==> src/rtl/tone_seq_pkg.sv <==
// Shared types and constants for the tone sequencer.
// Holds the FSM states, register map and note-table entry layout.
package tone_seq_pkg;

   typedef enum logic [2:0] {
      IDLE,
      LOAD,
      PLAY,
      GAP,
      NEXT,
      STOP
   } state_e;

   localparam int CTRL_START = 0;
   localparam int CTRL_LOOP  = 1;
   localparam int CTRL_STOP  = 2;

   localparam int REG_CTRL = 0;
   localparam int REG_LEN  = 1;

   typedef struct packed {
      logic [15:0] freq_hz;
      logic [15:0] dur_ms;
   } note_t;

endpackage

==> src/rtl/tone_sequencer_tick.sv <==
// Duration prescaler: one tick on the last cycle of every P-cycle period.
// The clearing cycle counts as the first cycle of a fresh period.
module tick_gen #(
   parameter int P = 2
) (
   input  logic clk_i,
   input  logic rst_ni,
   input  logic clr_i,
   output logic tick_o
);

   localparam int CW = $clog2(P);

   logic [CW-1:0] cnt_q;

   always_ff @(posedge clk_i or negedge rst_ni) begin
      if (!rst_ni) begin
         cnt_q <= '0;
      end else if (clr_i) begin
         cnt_q <= CW'(1);
      end else if (cnt_q == CW'(P - 1)) begin
         cnt_q <= '0;
      end else begin
         cnt_q <= cnt_q + CW'(1);
      end
   end

   assign tick_o = !clr_i && (cnt_q == CW'(P - 1));

endmodule

==> src/rtl/tone_sequencer.sv <==
// Melody player: walks a CPU-loaded note table and feeds frequency
// writes to the tone generator, one pulse per note, gap or stop.
module tone_sequencer
   import tone_seq_pkg::*;
#(
   parameter int FCLK    = 50_000_000,
   parameter int TICK_HZ = 1000,
   parameter int DEPTH   = 16,
   parameter int GAP_MS  = 20,
   localparam int AW     = $clog2(DEPTH) + 1
) (
   input  logic          clk,
   input  logic          reset,
   input  logic [AW-1:0] address,
   input  logic          write,
   input  logic [31:0]   writedata,
   input  logic          read,
   output logic [31:0]   readdata,
   output logic [31:0]   tone_writedata,
   output logic          tone_write,
   output logic          busy,
   output logic          done
);

   localparam int P  = FCLK / TICK_HZ;
   localparam int IW = AW - 1;

   state_e        state_q;
   logic [IW-1:0] idx_q;
   logic [AW-1:0] len_q;
   logic          loop_q;
   logic          sticky_q;
   logic          abort_q;
   logic [15:0]   dur_q;
   logic [15:0]   ms_q;
   logic [15:0]   freq_q;
   logic          pulse_q;
   logic          done_q;
   note_t         tbl_q [DEPTH];

   logic tick;
   logic unused_read;

   assign unused_read = read;

   tick_gen #(
      .P(P)
   ) u_tick (
      .clk_i (clk),
      .rst_ni(reset),
      .clr_i (pulse_q),
      .tick_o(tick)
   );

   logic tbl_wr, ctrl_wr, len_wr;
   logic start_req, stop_req;

   assign tbl_wr    = write && address[AW-1];
   assign ctrl_wr   = write && !address[AW-1]
                      && (address[IW-1:0] == IW'(REG_CTRL));
   assign len_wr    = write && !address[AW-1]
                      && (address[IW-1:0] == IW'(REG_LEN));
   assign start_req = ctrl_wr && writedata[CTRL_START];
   assign stop_req  = ctrl_wr && writedata[CTRL_STOP];

   always_ff @(posedge clk) begin
      if (tbl_wr) begin
         tbl_q[address[IW-1:0]] <= writedata;
      end
   end

   // Zero-duration entries are skipped within the same cycle, so the
   // pulse spacing is unaffected by how many of them sit in between.
   logic [IW-1:0] base, s_idx;
   logic          incl, lp_sel, s_found, s_stop;

   always_comb begin
      incl    = (state_q == IDLE);
      base    = incl ? '0 : idx_q;
      lp_sel  = incl ? writedata[CTRL_LOOP] : loop_q;
      s_idx   = base;
      s_stop  = 1'b0;
      s_found = incl && (tbl_q[base].dur_ms != '0);
      for (int k = 0; k < DEPTH; k++) begin
         if (!s_found && !s_stop) begin
            if ({1'b0, s_idx} == len_q - AW'(1)) begin
               if (lp_sel) s_idx = '0;
               else        s_stop = 1'b1;
            end else begin
               s_idx = s_idx + IW'(1);
            end
            if (!s_stop && tbl_q[s_idx].dur_ms != '0) s_found = 1'b1;
         end
      end
   end

   logic [15:0] lim;
   logic        seg_end, abort, start_ok, adv, to_gap;

   always_comb begin
      lim      = (state_q == GAP) ? 16'(GAP_MS) : dur_q;
      seg_end  = tick && (ms_q + 16'd1 == lim);
      abort    = stop_req && (state_q != IDLE) && (state_q != STOP);
      start_ok = (state_q == IDLE) && start_req && !stop_req
                 && (len_q != '0);
      to_gap   = !abort && (GAP_MS != 0)
                 && (state_q == PLAY) && seg_end;
      adv      = !abort && (start_ok
                 || ((state_q == PLAY) && seg_end && (GAP_MS == 0))
                 || ((state_q == GAP) && seg_end)
                 || (state_q == NEXT));
   end

   always_ff @(posedge clk or negedge reset) begin
      if (!reset) begin
         state_q  <= IDLE;
         idx_q    <= '0;
         len_q    <= '0;
         loop_q   <= 1'b0;
         sticky_q <= 1'b0;
         abort_q  <= 1'b0;
         dur_q    <= '0;
         ms_q     <= '0;
         freq_q   <= '0;
         pulse_q  <= 1'b0;
         done_q   <= 1'b0;
      end else begin
         pulse_q <= 1'b0;
         done_q  <= 1'b0;
         if (len_wr && state_q == IDLE) begin
            len_q <= writedata[AW-1:0];
         end
         if (abort) begin
            // A pulse is already on the bus: defer the silence one cycle.
            if (pulse_q) begin
               state_q <= STOP;
               abort_q <= 1'b1;
            end else begin
               state_q <= IDLE;
               pulse_q <= 1'b1;
               freq_q  <= '0;
            end
         end else if (adv) begin
            if (start_ok) begin
               loop_q   <= writedata[CTRL_LOOP];
               sticky_q <= 1'b0;
            end
            idx_q <= s_idx;
            if (s_stop) begin
               state_q  <= STOP;
               pulse_q  <= 1'b1;
               freq_q   <= '0;
               done_q   <= 1'b1;
               sticky_q <= 1'b1;
            end else if (s_found) begin
               state_q <= LOAD;
               pulse_q <= 1'b1;
               freq_q  <= tbl_q[s_idx].freq_hz;
               dur_q   <= tbl_q[s_idx].dur_ms;
               ms_q    <= '0;
            end else begin
               state_q <= NEXT;
            end
         end else if (to_gap) begin
            state_q <= GAP;
            pulse_q <= 1'b1;
            freq_q  <= '0;
            ms_q    <= '0;
         end else begin
            unique case (state_q)
               LOAD: state_q <= PLAY;
               PLAY, GAP: begin
                  if (tick) ms_q <= ms_q + 16'd1;
               end
               STOP: begin
                  state_q <= IDLE;
                  if (abort_q) begin
                     pulse_q <= 1'b1;
                     freq_q  <= '0;
                     abort_q <= 1'b0;
                  end
               end
               default: ;
            endcase
         end
      end
   end

   assign tone_write     = pulse_q;
   assign tone_writedata = {16'b0, freq_q};
   assign done           = done_q;
   assign busy           = (state_q != IDLE);
   assign readdata       = {16'b0, 8'(idx_q), 6'b0, sticky_q, busy};

endmodule
==> config.mk <==
export PLATFORM = sky130hd
export DESIGN_NAME = tone_sequencer
export DESIGN_NICKNAME = d
export VERILOG_FILES = /design/src/rtl/tone_seq_pkg.sv /design/src/rtl/tone_sequencer_tick.sv /design/src/rtl/tone_sequencer.sv
export SDC_FILE = /design/constraint.sdc
export NUM_CORES = 1
export LEC_CHECK = 0
export CORE_ASPECT_RATIO = 1.4
export CORE_UTILIZATION = 52
export DETAILED_ROUTE_END_ITERATION = 10
export PLACE_DENSITY = 0.72
export SLEW_MARGIN = 20
export SYNTH_ARGS = -nofsm -noshare
export SYNTH_HDL_FRONTEND = slang
export SYNTH_SLANG_ARGS = --single-unit
==> constraint.sdc <==
create_clock -name clk -period 27.2 [get_ports clk]
set_input_delay 4.08 -clock clk [delete_from_list [all_inputs] [get_ports clk]]
set_output_delay 4.08 -clock clk [all_outputs]
set_load 0.02 [all_outputs]
### M4 wires, run 1

The bar under the picture is 50 microns long. Cells faint in the background.
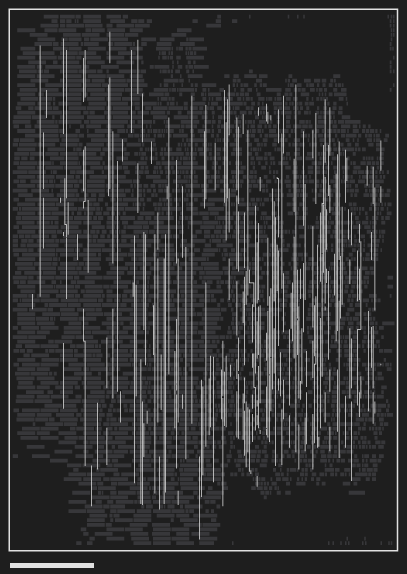
longest straight run: 218 microns
nets with wire on the layer: 140
main direction: vertical
share of all routed wire: 8.1%
wire length on this layer: 9960 microns
via count: 31.7k
final wirelength: 123000 microns

### Signal wires on met2, run 1

Cells faint in the background.
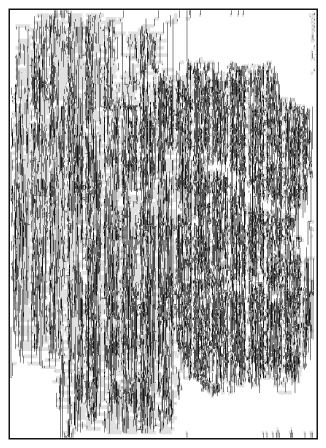
nets with wire on the layer: 3121
main direction: vertical

==> metrics.yaml, run 1 <==
synthSimpleGateAreaFrac_pct: 14.7
synth.area.mux_share_pct: 13.0
tns_ns: 0
crit_arrival_ns: 26.65
wire_per_inst_microns: 27.2
inverters: 64
comb_share_pct: 45.6
chipArea_sq_um: 73700
slowest_delay_ns: 0.58
final_max_slew_viol_count: 0
htreeDepth: 2
finalHoldViolCount: 0
slew_headroom_pct: 15.2
layout_top_cell: "edfxtp_1"
grt_pass1_wl_microns: 184000
fin_util_pct: 59.0
edf_count: 512
compound_area_share_pct: 19.1
syn_inst: 3400
power_frac_comb_pct: 51.2
hpwl_microns: 83600
wl_met2_microns: 60200
cp_num_buf_inv: 13
timing.rr.end: "dur_q[15]"
grt-ovfl-total: 0
path_max_fanout: 32
dpl_cell_area_sq_um: 40300
rows: 116
logic_gate_count: 2523
p_per_area_nw_per_um2: 87.8
cts.repair.resized: 0
ys_seq_share_pct: 46.1
async_flop_share_pct: 13.7
postLayoutCellArea_sq_um: 42300
cp.required_ns: 27.67
hold_buffers: 0
ant_nets: 0
p_int_uw: 2200
n_all_buffers: 288
cts_tree: "yes"
synth_area_leader_cell: "edfxtp_1"
grt_use_met2_pct: 56.5
top_area_share_pct: 40.7
initCoreUtil_pct: 52.6
drcViolationCount: 0
grt_max_degree: 64
min_path_type: "flop to flop"
syn2layout_area_growth_pct: 12.1
status: "completed"
nFillCells: 5901
synthTopLogicFamily: "AND-OR/OR-AND gates"
syn_area_per_cell_sq_um: 11.1
pre_cts_ws_ns: 0.0855
crit_type: "primary input to flop"
top_cells_by_count: "edfxtp_1 (512), nor2_1 (242), nand2_1 (226)"
use_met1_pct: 37.0
setup_slack_ns: 1.02
switching_share_pct: 40.9
p_clk_share_pct: 20.7
first_iter_violations: 3615
port-buffer-count: 64
finalSetupViolations: 0
crit_path_end_kind: "flop"
switching_power_uw: 1520
hold_ws_ns: 0.486
top_cell: "edfxtp_1"
r2r_slack_ns: 2.49
wl_met3_microns: 10500
synth.cellmix.xorXnorShare_pct: 2.16
gp_congestion: 0.977
n_sequential_cell: 593
p_comb_uw: 1900
seq_power_uw: 1040
grt_pass1_vias: 30700
drive_above_1_share_pct: 18.7
critPathLaunchType: "primary input"
clk_pin_slew_worst_paths_ns: 0.07
drt-met1-wl_microns: 41900
startpoint: "writedata[1]"
final_nets: 3577
clock_area_share_pct: 4.13
tightestPinTransition_ns: 1.27
n_tap_cell: 944
crit_end: "dur_q[15]"
p_leak_uw: 0.0144
r2r_start: "len_q[0]"
fmax_mhz: 38.2
antenna_found_initial: 4
min_path_cells: 1
critical_path_depth: 87
synthAdderAreaFrac_pct: 0.663
### Clock nets, run 1

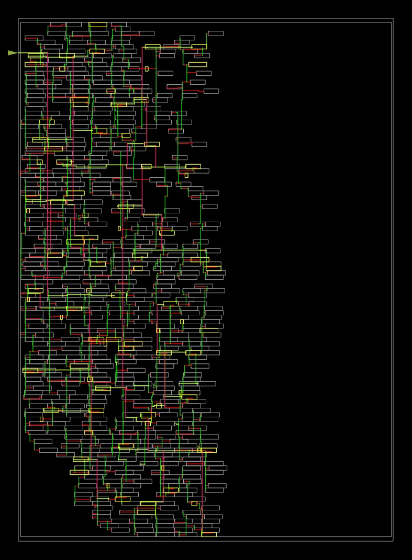
total clock sinks: 593
CLK BUF: 53
Latency at later pin: 0.58 ns
clk pwr: 770 uW

## Run 2: what changed since run 1
--- a/config.mk
+++ b/config.mk
@@ -9,7 +9,9 @@
 export CORE_UTILIZATION = 52
 export DETAILED_ROUTE_END_ITERATION = 10
 export PLACE_DENSITY = 0.72
+export SKIP_CTS_REPAIR_TIMING = 1
 export SLEW_MARGIN = 20
 export SYNTH_ARGS = -nofsm -noshare
 export SYNTH_HDL_FRONTEND = slang
+export SYNTH_HIERARCHICAL = 1
 export SYNTH_SLANG_ARGS = --single-unit
==> run 2 against run 1 <==
  * First-iteration DRC count shrank 4.0%
  * Fmax is essentially flat
  * Clock power shrank 0.9%
  * Critical path type unchanged
==> metrics.yaml, run 2 <==
min_path_type: "flop to flop"  # unchanged
synth_area_sq_um: 37300  # was 37700 sq um
htreeDepth: 2  # unchanged
maxPowerGroup: "combinational cells"  # unchanged
n_all_buffers: 263  # was 288
drcViolationCount: 0  # unchanged
fin_util_pct: 59.0  # about the same
dpl_cell_area_sq_um: 39500  # was 40300 sq um
drive_above_1_share_pct: 17.4  # was 18.7%
first_iter_violations: 3472  # was 3615
hold_end: "u_tick/cnt_q[15]"  # was freq_q[5]
nFillCells: 5752  # was 5901
met3_usage_pct: 4.73  # was 5.00%
wl_met2_microns: 61000  # was 60200 microns
drt-met1-wl_microns: 43000  # was 41900 microns
top_cell: "edfxtp_1"  # unchanged
ys.flop_type: "edfxtp_1"  # unchanged
p_clk_share_pct: 16.2  # was 20.7%
critPathSlowestCell: "clkdlybuf4s50_1"  # unchanged
slew_headroom_pct: 22.4  # was 15.2%
postLayoutCellArea_sq_um: 41700  # was 42300 sq um
clk_pin_slew_worst_paths_ns: 0.07  # about the same
final_max_slew_viol_count: 0  # unchanged
top_layer: "met5"  # unchanged
placed_cells: 4378  # was 4398
cap_viol_max_count: 0  # unchanged
crit_path_end_kind: "flop"  # unchanged
grt_pass1_wl_microns: 186000  # was 184000 microns
switching_share_pct: 46.7  # was 40.9%
fin_crit_ns: 26.19  # was 26.18 ns
chipArea_sq_um: 72900  # was 73700 sq um
yosysWarnings: 6  # was 0
finClkSkew_ns: 0.0404  # was 0.0113 ns
wl_met3_microns: 9850  # was 10500 microns
openroad.warnings: 28  # unchanged
clock_area_share_pct: 4.26  # was 4.13%
port-buffer-count: 64  # unchanged
gp_congestion: 1.01  # was 0.977
crit_type: "primary input to flop"  # unchanged
ys_seq_share_pct: 46.6  # was 46.1%
cts_made_buffers: 49  # was 46
layout_top_cell: "edfxtp_1"  # unchanged
ant_nets: 0  # unchanged
setup_slack_ns: 1.01  # was 1.02 ns
die_w_microns: 228  # was 230 microns
hp-start: "u_tick/cnt_q[15]"  # was freq_q[5]
synthSimpleGateAreaFrac_pct: 16.7  # was 14.7%
slowest_delay_ns: 0.63  # was 0.58 ns
n_tap_cell: 936  # was 944
numClockSinks: 593  # unchanged
initCoreUtil_pct: 52.8  # was 52.6%
p_per_area_nw_per_um2: 113  # was 87.8 nW/um^2
p_leak_uw: 0.0140  # was 0.0144 uW
fin_cells: 4488  # was 4499
use_met1_pct: 37.4  # was 37.0%
min_path_cells: 1  # unchanged
hold_ws_ns: 0.480  # was 0.486 ns
syn_area_per_cell_sq_um: 10.9  # was 11.1 sq um
top_cells_by_count: "edfxtp_1 (512), nand2_1 (304), nor2_1 (232)"  # was edfxtp_1 (512), nor2_1 (242), nand2_1 (226)
largest_reg_flops: 512  # unchanged
synth_area_leader_cell: "edfxtp_1"  # unchanged
finalSetupViolations: 0  # unchanged
signal_buffer_area_fraction_pct: 5.44  # was 5.73%
critical_path_depth: 74  # was 87
cp.required_ns: 27.66  # was 27.67 ns
pin_count: 108  # unchanged
rows: 115  # was 116
sequentialPowerShare_pct: 22.1  # was 28.1%
grt_pass1_vias: 30900  # was 30.7k
cts_buffer_depth: 3  # unchanged
die_y_microns: 319  # was 321 microns
synth_stat.cells: 3421  # was 3400
vias_per_cell: 7.03  # was 7.05
tns_ns: 0  # unchanged
wire_per_inst_microns: 27.9  # was 27.2 microns
finalCritPeriodShare_pct: 96.3  # about the same
comb_share_pct: 45.0  # was 45.6%
top_area_share_pct: 41.2  # was 40.7%
r2r_slack_ns: 2.23  # was 2.49 ns
cts_tree: "yes"  # unchanged
synth_cell_types: 147  # was 142
r2r_start: "len_q[0]"  # unchanged
power_frac_comb_pct: 61.6  # was 51.2%
tightestPinTransition_ns: 1.15  # was 1.27 ns
hpwl_microns: 83800  # was 83600 microns
path_max_fanout: 20  # was 32
antenna_found_initial: 5  # was 4
critPathLaunchType: "primary input"  # unchanged
r2r_cells: 78  # was 98
fmax_mhz: 38.2  # about the same
logic_gate_count: 2525  # was 2523
synth.area.mux_share_pct: 10.6  # was 13.0%
synthAdderAreaFrac_pct: 0.670  # was 0.663%
final_nets: 3570  # was 3577
timing.rr.end: "dur_q[10]"  # was dur_q[15]
synthTopLogicFamily: "AND-OR/OR-AND gates"  # unchanged
switching_power_uw: 2190  # was 1520 uW
power_uw: 4700  # was 3710 uW
grt-ovfl-total: 0  # unchanged
grt_max_degree: 66  # was 64
cts_root_buffer: "clkbuf_16"  # unchanged
p_int_uw: 2510  # was 2200 uW
syn_inst: 3421  # was 3400
startpoint: "writedata[1]"  # unchanged
compound_area_share_pct: 18.4  # was 19.1%
pre_cts_ws_ns: 0.00679  # was 0.0855 ns
regArea_sq_um: 17400  # unchanged
p_comb_uw: 2890  # was 1900 uW
seq_power_uw: 1040  # about the same
combGateArea_sq_um: 18700  # was 19300 sq um
syn2layout_area_growth_pct: 11.6  # was 12.1%
synth.cellmix.xorXnorShare_pct: 2.36  # was 2.16%
first_pass_iters: 6  # was 7
inverters: 77  # was 64
grtUsageTotal_pct: 33.6  # was 32.6%
antennaDiodeCount: 3  # was 1
edf_count: 512  # unchanged
biggestCellCategory: "combinational gates"  # unchanged
finalHoldViolCount: 0  # unchanged
async_flop_share_pct: 13.7  # unchanged
crit_arrival_ns: 26.65  # about the same
cp_num_buf_inv: 8  # was 13
clock_buffers: 60  # was 53
crit_end: "dur_q[10]"  # was dur_q[15]
status: "completed"  # unchanged
coreArea_sq_um: 70600  # was 71700 sq um
### Signal wires on met2, run 2

Cells faint in the background.
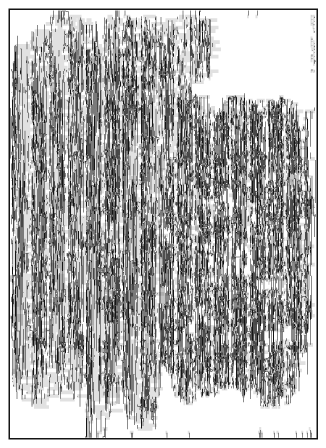
longest straight run: 113 microns
nets with wire on the layer: 3110
main direction: vertical
share of all routed wire: 49%
final wirelength: 125000 microns
via count: 31.6k
GR Layer Usage met2: 57.7%

### Clock nets, run 2

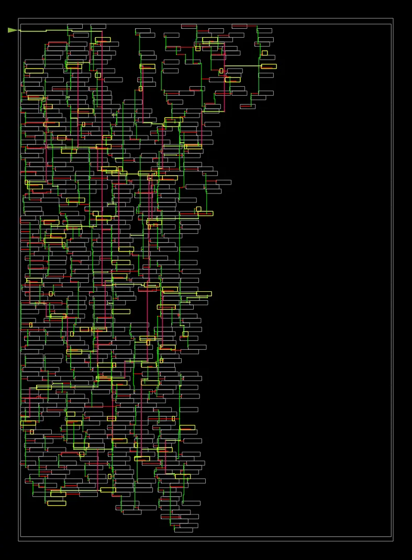
clk pwr: 763 uW
Flops: 593
Latency at later pin: 0.60 ns

Power is estimated from default activity; no workload was simulated.
